Figure 1. Signal wires by layer (run 1).
The bar under the picture is 50 um long. Only two layers are drawn.
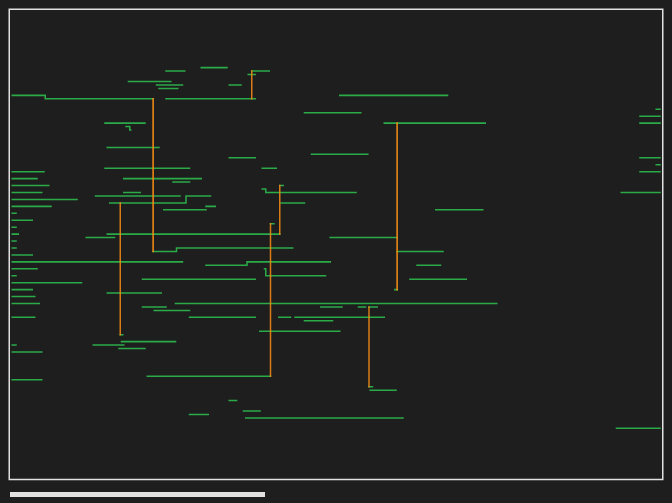
Figure 2. Layout detail (run 1).
The bar under the picture is 5 um long. Window x 86 to 106, y 59 to 79 um. Cells in grey, sequential cells in the stronger grey; small squares are vias.
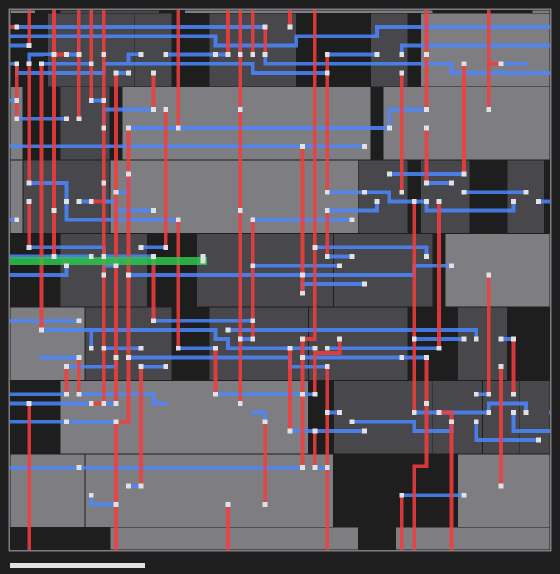
Figure 3. Signal wires on met1 (run 1).
The bar under the picture is 50 um long.
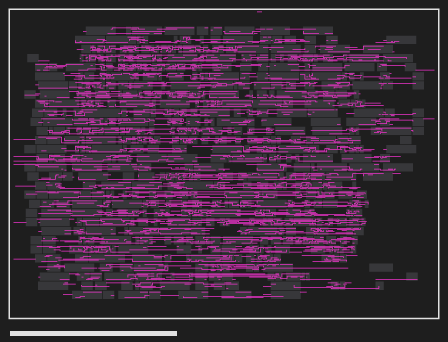
### config.mk
export PLATFORM = sky130hd
export DESIGN_NAME = fp16_div_seq
export DESIGN_NICKNAME = d
export VERILOG_FILES = /design/src/rtl/fp16_div_seq.sv
export SDC_FILE = /design/constraint.sdc
export NUM_CORES = 1
export LEC_CHECK = 0
export CAP_MARGIN = 5
export CORE_ASPECT_RATIO = 0.7
export CORE_MARGIN = 4
export CORE_UTILIZATION = 57
export CTS_BUF_LIST = sky130_fd_sc_hd__clkbuf_2 sky130_fd_sc_hd__clkbuf_4 sky130_fd_sc_hd__clkbuf_8
export DETAILED_ROUTE_END_ITERATION = 16
export GPL_TIMING_DRIVEN = 1
export HOLD_SLACK_MARGIN = 0.1
export PLACE_DENSITY = 0.87
export SYNTH_ARGS = -nofsm -noshare
export SYNTH_HDL_FRONTEND = slang
export SYNTH_SLANG_ARGS = --single-unit
### constraint.sdc
create_clock -name clk -period 2.97 [get_ports clk]
set_clock_uncertainty 0.05 [all_clocks]
set_input_delay 0.297 -clock clk [delete_from_list [all_inputs] [get_ports clk]]
set_output_delay 0.297 -clock clk [all_outputs]
set_load 0.005 [all_outputs]
### src/rtl/fp16_div_seq.sv
// fp16 divider, a / b, restoring mantissa loop producing one quotient bit per clock.
// Latency: done pulses in the cycle after edge 15 (start sampled at edge 0); specials after edge 2 when EARLY_OUT=1.
// Backpressure: start is honoured only in IDLE; busy stalls the requester, with no queueing of extra starts.
module fp16_div_seq #(
  parameter bit EARLY_OUT = 1'b1
) (
  input  logic        clk,
  input  logic        rst_n,
  input  logic        start,
  input  logic [15:0] a,
  input  logic [15:0] b,
  output logic        busy,
  output logic        done,
  output logic [15:0] result,
  output logic        div_by_zero,
  output logic        overflow
);

  typedef enum logic [2:0] {
    S_IDLE   = 3'd0,
    S_UNPACK = 3'd1,
    S_DIV    = 3'd2,
    S_NORM   = 3'd3,
    S_FIN    = 3'd4
  } state_t;

  state_t      r_state;
  state_t      w_next;

  // Operands are captured once and stay stable for the whole operation.
  logic [15:0] r_a;
  logic [15:0] r_b;

  // Divide datapath.
  logic [11:0] r_rem;
  logic [10:0] r_mb;
  logic [11:0] r_q;
  logic [3:0]  r_cnt;
  logic [6:0]  r_exp;
  logic [9:0]  r_mant;

  // Registered outputs.
  logic        r_busy;
  logic        r_done;
  logic [15:0] r_result;
  logic        r_dbz;
  logic        r_ovf;

  // Operand classification; subnormals count as zero.
  logic [4:0]  w_ea;
  logic [4:0]  w_eb;
  logic        w_sign;
  logic        w_a_zero;
  logic        w_b_zero;
  logic        w_a_inf;
  logic        w_b_inf;
  logic        w_a_nan;
  logic        w_b_nan;
  logic        w_special;
  logic [15:0] w_spec_res;
  logic        w_spec_dbz;

  logic [10:0] w_ma;
  logic [10:0] w_mbx;
  logic [6:0]  w_exp_diff;
  logic        w_ge;
  logic [11:0] w_rem_sub;
  logic [11:0] w_rem_nxt;

  logic [15:0] w_fin_res;
  logic        w_fin_dbz;
  logic        w_fin_ovf;

  assign w_ea     = r_a[14:10];
  assign w_eb     = r_b[14:10];
  assign w_sign   = r_a[15] ^ r_b[15];
  assign w_a_zero = (w_ea == 5'd0);
  assign w_b_zero = (w_eb == 5'd0);
  assign w_a_inf  = (w_ea == 5'h1f) && (r_a[9:0] == 10'd0);
  assign w_b_inf  = (w_eb == 5'h1f) && (r_b[9:0] == 10'd0);
  assign w_a_nan  = (w_ea == 5'h1f) && (r_a[9:0] != 10'd0);
  assign w_b_nan  = (w_eb == 5'h1f) && (r_b[9:0] != 10'd0);

  assign w_ma       = w_a_zero ? 11'd0 : {1'b1, r_a[9:0]};
  assign w_mbx      = w_b_zero ? 11'd0 : {1'b1, r_b[9:0]};
  assign w_exp_diff = {2'b00, w_ea} - {2'b00, w_eb} + 7'd15;

  assign w_ge      = (r_rem >= {1'b0, r_mb});
  assign w_rem_sub = r_rem - {1'b0, r_mb};
  assign w_rem_nxt = w_ge ? w_rem_sub : r_rem;

  assign busy        = r_busy;
  assign done        = r_done;
  assign result      = r_result;
  assign div_by_zero = r_dbz;
  assign overflow    = r_ovf;

  // Special-operand result, in priority order: NaN, 0/0 or inf/inf, x/0, inf/x, x/inf or 0/x.
  always_comb begin
    w_special  = 1'b1;
    w_spec_res = 16'h7E00;
    w_spec_dbz = 1'b0;
    if (w_a_nan || w_b_nan) begin
      w_spec_res = 16'h7E00;
    end else if ((w_a_zero && w_b_zero) || (w_a_inf && w_b_inf)) begin
      w_spec_res = 16'h7E00;
    end else if (w_b_zero && !w_a_inf) begin
      w_spec_res = {w_sign, 5'h1f, 10'd0};
      w_spec_dbz = 1'b1;
    end else if (w_a_inf) begin
      w_spec_res = {w_sign, 5'h1f, 10'd0};
    end else if (w_b_inf || w_a_zero) begin
      w_spec_res = {w_sign, 15'd0};
    end else begin
      w_special = 1'b0;
    end
  end

  // Final packing of the normalised quotient with exponent saturation/flush.
  always_comb begin
    w_fin_res = {w_sign, r_exp[4:0], r_mant};
    w_fin_dbz = 1'b0;
    w_fin_ovf = 1'b0;
    if (w_special) begin
      w_fin_res = w_spec_res;
      w_fin_dbz = w_spec_dbz;
    end else if ($signed(r_exp) >= 7'sd31) begin
      w_fin_res = {w_sign, 5'h1f, 10'd0};
      w_fin_ovf = 1'b1;
    end else if ($signed(r_exp) <= 7'sd0) begin
      w_fin_res = {w_sign, 15'd0};
    end
  end

  // State register.
  always_ff @(posedge clk or negedge rst_n) begin
    if (!rst_n) r_state <= S_IDLE;
    else        r_state <= w_next;
  end

  // Next-state logic.
  always_comb begin
    w_next = r_state;
    unique case (r_state)
      S_IDLE:   if (start) w_next = S_UNPACK;
      S_UNPACK: w_next = (EARLY_OUT && w_special) ? S_FIN : S_DIV;
      S_DIV:    if (r_cnt == 4'd11) w_next = S_NORM;
      S_NORM:   w_next = S_FIN;
      S_FIN:    w_next = S_IDLE;
      default:  w_next = S_IDLE;
    endcase
  end

  // Datapath: capture on accept, unpack, shift-subtract loop, normalise.
  always_ff @(posedge clk or negedge rst_n) begin
    if (!rst_n) begin
      r_a    <= 16'd0;
      r_b    <= 16'd0;
      r_rem  <= 12'd0;
      r_mb   <= 11'd0;
      r_q    <= 12'd0;
      r_cnt  <= 4'd0;
      r_exp  <= 7'd0;
      r_mant <= 10'd0;
    end else begin
      unique case (r_state)
        S_IDLE: begin
          if (start) begin
            r_a <= a;
            r_b <= b;
          end
        end
        S_UNPACK: begin
          r_rem <= {1'b0, w_ma};
          r_mb  <= w_mbx;
          r_q   <= 12'd0;
          r_cnt <= 4'd0;
          r_exp <= w_exp_diff;
        end
        S_DIV: begin
          r_rem <= w_rem_nxt << 1;
          r_q   <= {r_q[10:0], w_ge};
          r_cnt <= r_cnt + 4'd1;
        end
        S_NORM: begin
          // Ratio below 1 leaves bit 11 clear: use one more quotient bit and drop the exponent.
          if (r_q[11]) begin
            r_mant <= r_q[10:1];
          end else begin
            r_mant <= r_q[9:0];
            r_exp  <= r_exp - 7'd1;
          end
        end
        default: ;
      endcase
    end
  end

  // Handshake and result registers; flags clear on accept, result held until the next completion.
  always_ff @(posedge clk or negedge rst_n) begin
    if (!rst_n) begin
      r_busy   <= 1'b0;
      r_done   <= 1'b0;
      r_result <= 16'd0;
      r_dbz    <= 1'b0;
      r_ovf    <= 1'b0;
    end else begin
      if (r_done) r_done <= 1'b0;
      if (r_state == S_IDLE && start) begin
        r_busy <= 1'b1;
        r_dbz  <= 1'b0;
        r_ovf  <= 1'b0;
      end else if (r_state == S_FIN) begin
        r_busy   <= 1'b0;
        r_done   <= 1'b1;
        r_result <= w_fin_res;
        r_dbz    <= w_fin_dbz;
        r_ovf    <= w_fin_ovf;
      end
    end
  end

endmodule

==> impl_metrics.json, run 1 <==
{
  "status": "finished clean",
  "avgSynthCellArea_um2": 10.3,
  "wl_per_cell_um": 18.1,
  "nFillCells": 751,
  "cts.clk_slew.worst_paths_ns": 0.11,
  "cp_max_fo": 10,
  "timing.rr.start": "r_rem[0]",
  "die_area_um2": 11700,
  "p_sw_frac": 0.438,
  "port-buffer-count": 54,
  "edf_count": 0,
  "core_area_um2": 9760,
  "mux_area_frac": 0.0723,
  "ys_cells": 558,
  "grt_start_max_net_pins": 66,
  "grt_pass1_wl_um": 22500,
  "routed_wl_um": 13400,
  "worstHoldPathCells": 3,
  "synth_nets": 616,
  "seq_area_um2": 2780,
  "worst_slew_pin_slew_ns": 0.809,
  "nWellTaps": 128,
  "seq-cell-share": 0.418,
  "clkCellAreaFrac": 0.0354,
  "first_pass_iters": 5,
  "nets": 665,
  "ys_types": 67,
  "n_all_inverters": 24,
  "setup_viol": 0,
  "worst_ir_drop_vdd_mv": 0.609,
  "warnings": 28,
  "place_area_um2": 6400,
  "grt_setup_unrepaired": "no",
  "crit_type": "register to register",
  "slew-limit-headroom": 0.459,
  "pwr-share-seq": 0.335
}
About Figure 1:
| layer | colour | wire length |
|---|---|---|
| M4 | orange | 149 um |
| M3 | green | 864 um |

About Figure 2:
| layer | colour |
|---|---|
| M2 | red |
| M3 | green |
| M1 | blue |
most frequent: dfrtp_1 (6)
netlist names of flops here include: r_q (4), r_mant (2)
sequential cells in the window: 6
cells with their middle in the window: 26

About Figure 3:
nets with wire on the layer: 612
wire length on this layer: 6400 um
longest straight run: 57.7 um
main direction: horizontal
share of all routed wire: 48%

run 1: what timing repair did:
| item | 4_1_cts | 5_1_grt |
|---|---|---|
| hold buffers | 1 | 0 |
| resized | 0 | 0 |
| hold endpoints to repair | 46 | 0 |
run 1: stage by stage:
stage	util	std cells	setup WS [ns]	hold slack (ns)
floorplan	-	558	0.620	-0.0486
finish	0.681	740	0.441	0.408
detailed placement	0.656	723	0.500	0.298
global placement	0.656	723	0.528	0.286
global route	0.681	740	0.323	0.421
CTS	0.681	740	0.470	0.397
run 1: registers in the layout (all words and copies together) (netlist names), 3 cells and up:
signal / flops
r_b: 16
r_mant: 10
r_state: 3
result: 16
r_a: 16
r_exp: 7
r_q: 12
r_mb: 11
r_cnt: 4
r_rem: 12
run 1: cells in the final DEF (no fill, tap or decap), types with 6 or more instances in the layout:
master	instances
clkbuf_8	9
a21oi_1	22
nand2_1	59
xnor2_1	10
o21ai_0	29
nor3_1	8
clkdlybuf4s50_1	53
buf_4	8
mux2_2	27
a22o_1	22
o21ai_1	7
nand3_1	20
dfrtp_1	111
a211oi_1	7
nor2_1	36
inv_1	23
mux2i_1	11
and3_1	8
o22ai_1	9
nor2b_1	6
a31oi_1	8
ha_1	21
run 1: worst max-delay path, cell delays in order, from the launching register on:
cell and delay (ns):
dfrtp_1 0.36, inv_1 0.06, ha_1 0.23, fa_1 0.40, nand2b_1 0.17, a21oi_2 0.18, o21a_1 0.19, o2111a_2 0.31
nor2_1 0.13, o311a_1 0.36
run 1: per-layer routing:
layer / vias to the layer above / wire length (um) / GRT usage
met5: - / 0 / 0
met4: 0 / 148 / 0.0530
met3: 16 / 863 / 0.0547
met2: 153 / 5950 / 0.355
met1: 2288 / 6400 / 0.353
li1: 2148 / - / -
==> run 2: changes to the inputs <==
--- a/config.mk
+++ b/config.mk
@@ -5,15 +5,18 @@
 export SDC_FILE = /design/constraint.sdc
 export NUM_CORES = 1
 export LEC_CHECK = 0
+export ABC_CLOCK_PERIOD_IN_PS = 2970
 export CAP_MARGIN = 5
 export CORE_ASPECT_RATIO = 0.7
 export CORE_MARGIN = 4
 export CORE_UTILIZATION = 57
 export CTS_BUF_LIST = sky130_fd_sc_hd__clkbuf_2 sky130_fd_sc_hd__clkbuf_4 sky130_fd_sc_hd__clkbuf_8
 export DETAILED_ROUTE_END_ITERATION = 16
+export DONT_BUFFER_PORTS = 1
 export GPL_TIMING_DRIVEN = 1
 export HOLD_SLACK_MARGIN = 0.1
-export PLACE_DENSITY = 0.87
+export PLACE_DENSITY = 0.79
+export SLEW_MARGIN = 20
 export SYNTH_ARGS = -nofsm -noshare
 export SYNTH_HDL_FRONTEND = slang
 export SYNTH_SLANG_ARGS = --single-unit
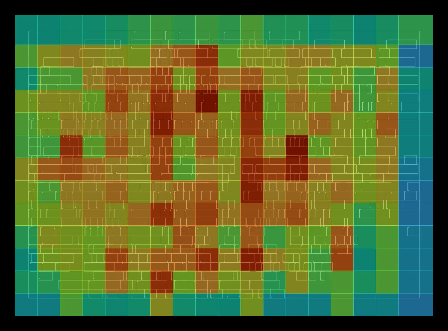
Figure 4: run 2, routing congestion map.
M2 GR Usage: 0.345
met1 GRT Util: 0.345

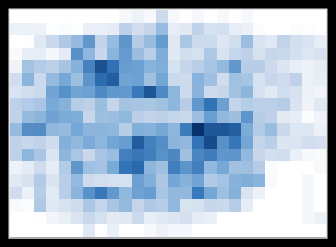
Figure 5: run 2, wire density map.
The die is cut into 26 by 18 equal tiles; white is low, dark blue is high, scaled to the fullest tile. Values are wire area over tile area, all layers added.
emptiest ninth of the die: lower right
mean over tiles: 0.18
fullest tile: 0.65

==> run 2 against run 1 <==
Core utilization is 2.6 points lower. Critical path type unchanged. First-iteration DRC count grew 20%. Largest cell class unchanged. Combinational power is 6.2% lower. Via count fell by 3.6%.
==> impl_metrics.json, run 2 <==
{
  "dp_hpwl_um": 9120,
  "wl_per_cell_um": 18.4,
  "edf_count": 0,
  "layout_top_cells": "111 x dfrtp_1, 59 x nand2_1, 36 x nor2_1",
  "layout_top_cell": "dfrtp_1",
  "wl_met2_um": 5830,
  "avgSynthCellArea_um2": 10.3,
  "critPathTopFamily": "AND-OR/OR-AND gates",
  "routed_wl_um": 13200,
  "warnings": 30,
  "place.gp.congestion": 0.882,
  "grt_setup_unrepaired": "no",
  "crit_buf_inv": 1,
  "port-buffer-count": 0,
  "ys_cells": 558,
  "grt_pass1_wl_um": 22000,
  "timing.critical_path.from": "r_rem[0]",
  "status": "finished clean",
  "cp-start-kind": "register",
  "met3WireLength_um": 972,
  "synth_nets": 616,
  "die_area_um2": 11700,
  "ys_types": 67,
  "highest-signal-layer": "met4",
  "worst_slew_pin_slew_ns": 0.821,
  "setup_viol": 0,
  "place_ws_ns": 0.370,
  "slowest_stage": "fa_1",
  "p_sw_frac": 0.447,
  "cp_max_fo": 10,
  "nets": 641,
  "met1_length_um": 6160,
  "slew-limit-headroom": 0.453,
  "crit_required_ns": 3.20,
  "nFillCells": 733,
  "setup_slack_ns": 0.310,
  "crit_type": "register to register",
  "first_pass_iters": 5,
  "cts_made_buffers": 9,
  "slowest_delay_ns": 0.41,
  "cts.clk_slew.worst_paths_ns": 0.10,
  "yosys_warnings": 0,
  "pwr-share-seq": 0.354,
  "cp.depth": 9,
  "worst_ir_drop_vdd_mv": 0.620,
  "timing.rr.start": "r_rem[0]",
  "hold_viol_final": 0,
  "cts_resized": 0
}
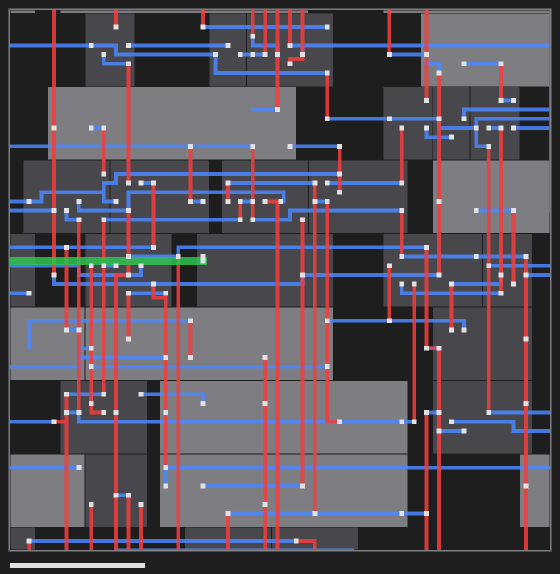
Figure 6: run 2, layout detail.
The bar under the picture is 5 um long. Window x 86 to 106, y 59 to 79 um. Cells in grey, sequential cells in the stronger grey; small squares are vias.
| layer | colour |
|---|---|
| M3 | green |
| M1 | blue |
| M2 | red |
sequential cells in the window: 5
most frequent: a22o_1 (5), mux2i_1 (5), dfrtp_1 (5)
netlist names of flops here include: r_q (4), r_mant (1)
cells with their middle in the window: 23

-- run 2: cell counts after synthesis --
No cell type changed its count.
-- run 2: worst min-delay path by stage --
stage	startpoint	end	cells after the start
after global placement	rst_n	r_a[7]	0
after global routing	start	r_state[0]	3
after CTS	start	r_state[0]	3
final	start	r_state[0]	3
after detailed placement	rst_n	r_a[4]	0
after floorplan	rst_n	busy	0
-- run 2: cell type report --
cell class	count	area [um2]	area share
Clock inverter	5	65.1	0.0102
Timing Repair Buffer	39	395	0.0619
Inverter	24	90.1	0.0141
Clock buffer	10	138	0.0215
Sequential cell	111	2780	0.435
Tap cell	128	160	0.0251
Multi-Input combinational cell	398	2770	0.433
-- run 2: stage by stage --
step                hold WS (ns)  instances  instance area (um2)   util
detailed placement       -0.0425        666                 5830  0.598
global placement         -0.0418        666                 5830  0.598
floorplan                -0.0486        558                 5730      -
finish                     0.238        715                 6390  0.655
CTS                        0.223        715                 6390  0.655
global route               0.241        715                 6390  0.655
-- run 2: cells by family (layout without fill, tap and decap cells) --
kind of cell / count (synthesis) / after routing / synth area share
simple gates: 173 / 173 / 0.151
flops: 111 / 111 / 0.485
xor+xnor: 14 / 14 / 0.0214
fa+ha+maj: 23 / 23 / 0.0528
compound gates: 150 / 150 / 0.185
mux: 38 / 38 / 0.0723
buf+inv: 49 / 78 / 0.0330
-- run 2: metal layers --
layer | GRT usage | vias up
met5 | 0 | -
met4 | 0.0733 | 0
met3 | 0.0629 | 20
met2 | 0.345 | 171
met1 | 0.345 | 2156
li1 | - | 2092
-- run 2: timing repair --
item | 4_1_cts | 5_1_grt
hold buffers | 34 | 0
endpoints found under the hold margin | 143 | 0
endpoints found under the setup margin | 0 | 0
==> run 3: changes to the inputs <==
--- a/config.mk
+++ b/config.mk
@@ -8,7 +8,6 @@
 export ABC_CLOCK_PERIOD_IN_PS = 2970
 export CAP_MARGIN = 5
 export CORE_ASPECT_RATIO = 0.7
-export CORE_MARGIN = 4
 export CORE_UTILIZATION = 57
 export CTS_BUF_LIST = sky130_fd_sc_hd__clkbuf_2 sky130_fd_sc_hd__clkbuf_4 sky130_fd_sc_hd__clkbuf_8
 export DETAILED_ROUTE_END_ITERATION = 16
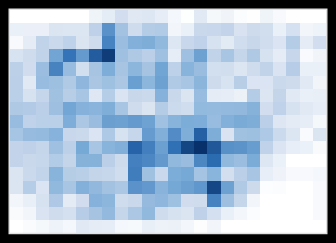
Figure 7: run 3, wire density map.
The die is cut into 24 by 17 equal tiles; white is low, dark blue is high, scaled to the fullest tile. Values are wire area over tile area, all layers added.
emptiest ninth of the die: lower right
nearly empty tiles: 9.1%
tiles over half the peak: 11%
mean over tiles: 0.21
fullest tile: 0.75
densest ninth of the die: centre

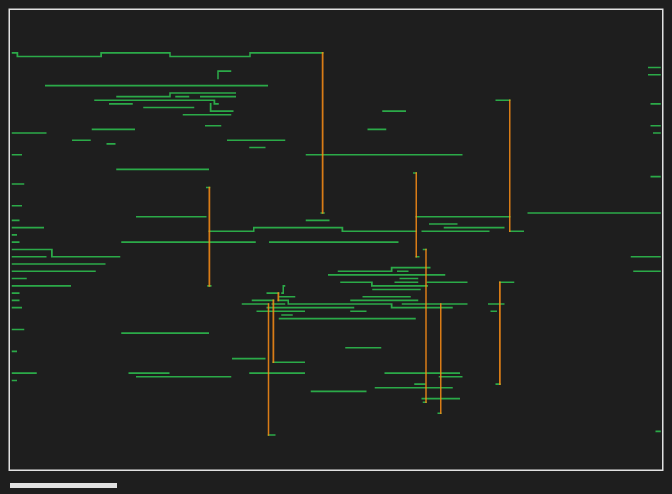
Figure 8: run 3, signal wires by layer.
The bar under the picture is 20 um long. Only two layers are drawn.
| layer | colour | wire length |
|---|---|---|
| M3 | green | 929 um |
| M4 | orange | 194 um |

==> run 3 against run 2 <==
Core utilization up 0.14 points. Global-route usage up 3.6 points. First-iteration DRC count down 3.3%. Register-to-register slack worse by 0.05 ns. Critical path depth unchanged. Design area down 0.18%. Synthesized cell count unchanged. Clock power down 5.2%. Critical path type unchanged. Highest routed layer unchanged.
==> impl_metrics.json, run 3 <==
{
  "status": "finished clean",
  "cts.sink_count": 111,
  "crit_type": "register to register",
  "vias": 4488,
  "synth_nets": 616,
  "cts_made_buffers": 9,
  "cp-start-kind": "register",
  "slowest_delay_ns": 0.41,
  "clock.latency.late_pin_ns": 0.37,
  "grt_start_max_net_pins": 112,
  "grt_pass1_wl_um": 22100,
  "ys_types": 67,
  "cts_resized": 0,
  "cp_cell_sequence": "inv_1 > ha_1 > fa_1 > nand2b_1 > a21oi_2 > o21a_1 > o2111a_2 > nor2_1 > o311a_1",
  "p_clk_w": 0.000892,
  "avgSynthCellArea_um2": 10.3,
  "worst_ir_drop_vdd_mv": 0.719,
  "nFillCells": 742,
  "p_sw_frac": 0.450,
  "yosys_warnings": 0,
  "crit_buf_inv": 1,
  "cts.clk_slew.worst_paths_ns": 0.11,
  "routed_wl_um": 13400,
  "core_area_um2": 9720,
  "slew-limit-headroom": 0.461,
  "crit_required_ns": 3.19,
  "worst_slew_pin_slew_ns": 0.806,
  "layout_top_cell": "dfrtp_1",
  "layout_top_cells": "111 x dfrtp_1, 59 x nand2_1, 36 x nor2_1",
  "synth_area_um2": 5730,
  "grt_use_total": 0.273,
  "pwr-share-seq": 0.356,
  "critPathTopFamily": "AND-OR/OR-AND gates",
  "port-buffer-count": 0,
  "setup_viol": 0,
  "ys_cells": 558,
  "cp_max_fo": 10,
  "die_area_um2": 10500,
  "edf_count": 0,
  "nets": 641,
  "cts_hold_buf": 34,
  "place.gp.congestion": 0.908,
  "slowest_stage": "fa_1",
  "first_pass_iters": 6
}
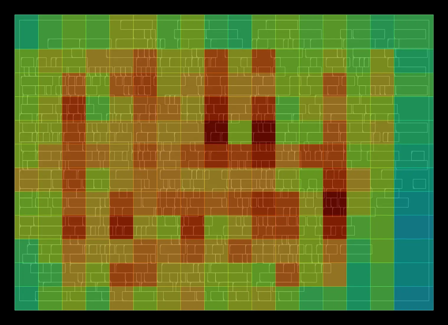
Figure 9: run 3, routing congestion map.
gr busiest metal: met2
wire per inst: 18.7 um

[run 3: metal layers]
layer	vias up	global-route usage	part of all wire
li1	2098	-	-
met1	2181	0.401	0.48
met2	185	0.408	0.44
met3	24	0.0519	0.070
met4	0	0.0842	0.014
met5	-	0	0
[run 3: through the flow]
stage	hold slack (ns)	util	instances	worst slack (ns)	area, um2
6_report	0.240	0.656	716	0.256	6380
5_1_grt	0.246	0.656	716	0.163	6380
4_1_cts	0.216	0.656	716	0.343	6380
3_5_place_dp	-0.0424	0.600	666	0.366	5830
3_3_place_gp	-0.0437	0.600	666	0.434	5830
2_1_floorplan	-0.0486	-	558	0.620	5730
[run 3: path summary, 6_finish.rpt]
kind / cells after the start / endpoint / start / slack, ns
setup / recovery: 9 / r_rem[4] / r_rem[0] / 0.26
hold / removal: 3 / r_state[0] / start / 0.24
setup reg to reg: 9 / r_rem[4] / r_rem[0] / 0.26
hold reg to reg: 2 / r_mant[1] / r_mant[1] / 0.44
max in group asynchronous: 2 / r_b[15] / rst_n / 1.92
min in group asynchronous: 2 / r_cnt[2] / rst_n / 0.54
[run 3: cells by family (layout without fill, tap and decap cells)]
family,after synthesis,count (layout),synth area share
and+or+nand+nor,173,173,0.151
AOI/OAI and AO/OA,150,150,0.185
DFF,111,111,0.485
buffers and inverters,49,79,0.0330
muxes,38,38,0.0723
adders and majority gates,23,23,0.0528
xor gates and xnor gates,14,14,0.0214
[run 3: area by class of cell]
type	count	area (um2)	share of cell area
Clock buffer	13	166	0.0261
Clock inverter	3	25.0	0.00392
Inverter	24	90.1	0.0141
Multi-Input combinational cell	398	2770	0.434
Sequential cell	111	2780	0.435
Tap cell	128	160	0.0251
Timing Repair Buffer	39	395	0.0620
Power figures rest on the tool's default switching activity, not on a simulated workload.
